Fig. 1: M3 wires
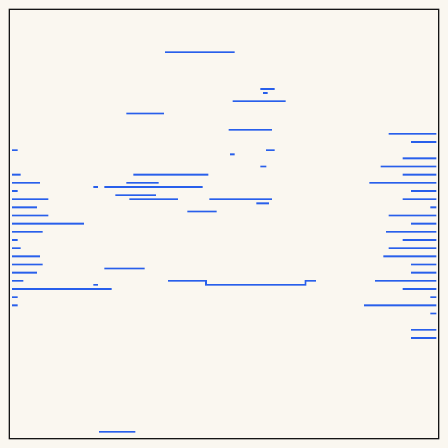
Fig. 2: where the registers sit
Other sequential cells in the stronger grey, the rest of the logic in the fainter grey.
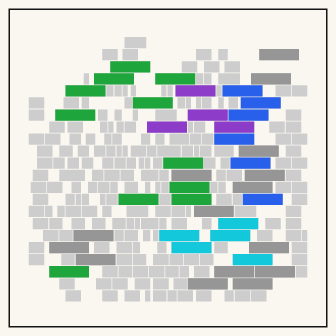
[src/rtl/ctrl_pipeline.sv]
// ctrl_pipeline: decodes IF/ID and carries control bundles ID->EX->MEM->WB with load-use, MUL-hold and redirect handling
module ctrl_pipeline #(
    parameter int REG_AW  = 5,
    parameter int EN_MUL  = 1,
    parameter int MUL_LAT = 3
) (
    input  logic              clk,
    input  logic              reset,
    input  logic [31:0]       instr_id,
    input  logic              valid_id,
    input  logic              redirect,
    output logic [11:0]       ex_ctrl,
    output logic [REG_AW-1:0] ex_rd,
    output logic [5:0]        mem_ctrl,
    output logic [REG_AW-1:0] mem_rd,
    output logic [3:0]        wb_ctrl,
    output logic [REG_AW-1:0] wb_rd,
    output logic              stall,
    output logic              flush_ifid,
    output logic              illegal
);
    localparam logic [6:0] OP     = 7'b0110011;
    localparam logic [6:0] OP_IMM = 7'b0010011;
    localparam logic [6:0] LOAD   = 7'b0000011;
    localparam logic [6:0] STORE  = 7'b0100011;
    localparam logic [6:0] BRANCH = 7'b1100011;
    localparam logic [6:0] JAL    = 7'b1101111;
    localparam logic [6:0] JALR   = 7'b1100111;
    localparam logic [6:0] LUI    = 7'b0110111;
    localparam logic [6:0] AUIPC  = 7'b0010111;
    localparam logic       MUL_ON = EN_MUL != 0;
    localparam logic [3:0] MUL_INIT = 4'(MUL_LAT - 1);
    logic [6:0] opc;
    logic is_op, is_op_imm, is_load, is_store, is_branch, is_jal, is_jalr, is_lui, is_auipc;
    logic known, is_mul, dec_valid, use_rs1, use_rs2, load_use, mul_busy, ex_take;
    logic [1:0] alu_op, ct, wb_src;
    logic [11:0] dec_ctrl;
    logic [REG_AW-1:0] rs1, rs2, rd;
    logic [3:0] mul_cnt;
    logic unused_funct3;
    assign unused_funct3 = ^instr_id[14:12];
    assign opc       = instr_id[6:0];
    assign is_op     = opc == OP;
    assign is_op_imm = opc == OP_IMM;
    assign is_load   = opc == LOAD;
    assign is_store  = opc == STORE;
    assign is_branch = opc == BRANCH;
    assign is_jal    = opc == JAL;
    assign is_jalr   = opc == JALR;
    assign is_lui    = opc == LUI;
    assign is_auipc  = opc == AUIPC;
    assign known     = is_op | is_op_imm | is_load | is_store | is_branch | is_jal | is_jalr | is_lui | is_auipc;
    assign is_mul    = MUL_ON & is_op & (instr_id[31:25] == 7'b0000001);
    assign rs1       = instr_id[15+:REG_AW];
    assign rs2       = instr_id[20+:REG_AW];
    assign rd        = instr_id[7+:REG_AW];
    always_comb begin
        alu_op   = is_mul ? 2'b11 : (is_op | is_op_imm) ? 2'b01 : is_branch ? 2'b10 : 2'b00;
        ct       = is_branch ? 2'b01 : is_jal ? 2'b10 : is_jalr ? 2'b11 : 2'b00;
        wb_src   = is_load ? 2'b01 : (is_jal | is_jalr) ? 2'b10 : is_lui ? 2'b11 : 2'b00;
        dec_ctrl = {1'b1, is_op_imm | is_load | is_store | is_jalr | is_auipc, alu_op, ct, is_load, is_store,
                    is_op | is_op_imm | is_load | is_jal | is_jalr | is_lui | is_auipc, wb_src, 1'b0};
    end
    assign dec_valid  = valid_id & known;
    assign use_rs1    = known & ~(is_lui | is_auipc | is_jal);
    assign use_rs2    = is_op | is_store | is_branch;
    assign load_use   = dec_valid & ex_ctrl[11] & ex_ctrl[5] & (ex_rd != '0) &
                        ((use_rs1 & (rs1 == ex_rd)) | (use_rs2 & (rs2 == ex_rd)));
    assign mul_busy   = mul_cnt != 4'd0;
    assign stall      = ~redirect & (load_use | mul_busy);
    assign flush_ifid = redirect;
    assign ex_take    = dec_valid & ~redirect & ~load_use;
    always_ff @(posedge clk or posedge reset) begin
        if (reset) begin
            ex_ctrl  <= '0;
            ex_rd    <= '0;
            mem_ctrl <= '0;
            mem_rd   <= '0;
            wb_ctrl  <= '0;
            wb_rd    <= '0;
            mul_cnt  <= '0;
            illegal  <= 1'b0;
        end else begin
            illegal <= valid_id & ~known & ~redirect & ~mul_busy;
            wb_ctrl <= {mem_ctrl[5], mem_ctrl[2:0]};
            wb_rd   <= mem_rd;
            if (mul_busy) begin
                mul_cnt  <= mul_cnt - 4'd1;
                mem_ctrl <= '0;
                mem_rd   <= '0;
            end else begin
                mem_ctrl <= {ex_ctrl[11], ex_ctrl[5:1]};
                mem_rd   <= ex_rd;
                ex_ctrl  <= ex_take ? dec_ctrl : '0;
                ex_rd    <= ex_take ? rd : '0;
                mul_cnt  <= (ex_take & is_mul) ? MUL_INIT : 4'd0;
            end
        end
    end
endmodule

[config.mk]
export PLATFORM = sky130hd
export DESIGN_NAME = ctrl_pipeline
export DESIGN_NICKNAME = d
export VERILOG_FILES = /design/src/rtl/ctrl_pipeline.sv
export SDC_FILE = /design/constraint.sdc
export NUM_CORES = 1
export LEC_CHECK = 0
export CAP_MARGIN = 0
export CORE_MARGIN = 4
export CORE_UTILIZATION = 45
export DETAILED_ROUTE_END_ITERATION = 8
export PLACE_DENSITY = 0.93
export SYNTH_ARGS = -nofsm -noshare
export SYNTH_HDL_FRONTEND = slang
export SYNTH_SLANG_ARGS = --single-unit
[constraint.sdc]
create_clock -name clk -period 2.6 [get_ports clk]
set_input_delay 0.26 -clock clk [delete_from_list [all_inputs] [get_ports clk]]
set_output_delay 0.26 -clock clk [all_outputs]
set_load 0.05 [all_outputs]
==> out/metrics.yaml <==
yosys:
  leading_cell_type_by_number_of_instances_after_synthesis: "sky130_fd_sc_hd__dfrtp_1"
  synth-cells-yosys: 161
  synth.cell_area_sq_um: 1800
  synth.cellmix.adderShare_pct: 0.694
cells_and_area:
  design_area_sq_um: 2660
  comb_area_sq_um: 706
  regMostFlops: "ex_ctrl"
  largest_register_ff_count: 11
  syn_to_final_growth_pct: 47.6
  ratio_of_cells_with_drive_above_1_in_the_final_layout_pct: 8.79
drt:
  wirelength_met1_mm: 1.68
  detail_route.wl_per_cell_um: 15.0
job:
  number_of_warnings_in_the_stage_logs: 29
critical_path:
  critPathMaxStageDelay_ps: 600
  worstSetupEndpointType: "output pin"
sta:
  setup_slack_of_the_critical_path_after_layout_ps: 137
  timing.final.setup_violations: 0
min_path:
  hp-class: "register to register"
global_route:
  globalRouteOverflowTotal: 0
  first_global_vias: 1527
  global_route.usage.met1_pct: 21.0
clock_tree:
  number_of_setup_buffers_added_after_cts: 0
power:
  power_frac_comb_pct: 29.5
  powerClk_mw: 0.391
floorplan:
  floorplan.rows: 22
outcome:
  status: "finished clean"
placed_design:
  placed_cell_area_sq_um: 2580
About Fig. 1:
56 nets have wire on it. The layer holds 8.1% of the routed length. The longest straight run is 16.6 um.
sum of routed wire length over all layers: 4.32 mm
met3 Track Usage GR: 4.77%
via total after detailed routing: 1,553

About Fig. 2:
Purple stands for mul_cnt, flops 4. Cyan stands for mem_rd, flops 5. Blue stands for mem_ctrl, flops 6. Green stands for ex_ctrl, flops 11.
sequential fraction of total cell area: 38.6%
power dissipated in sequential cells: 0.719 mW

Power is estimated from default activity; no workload was simulated.
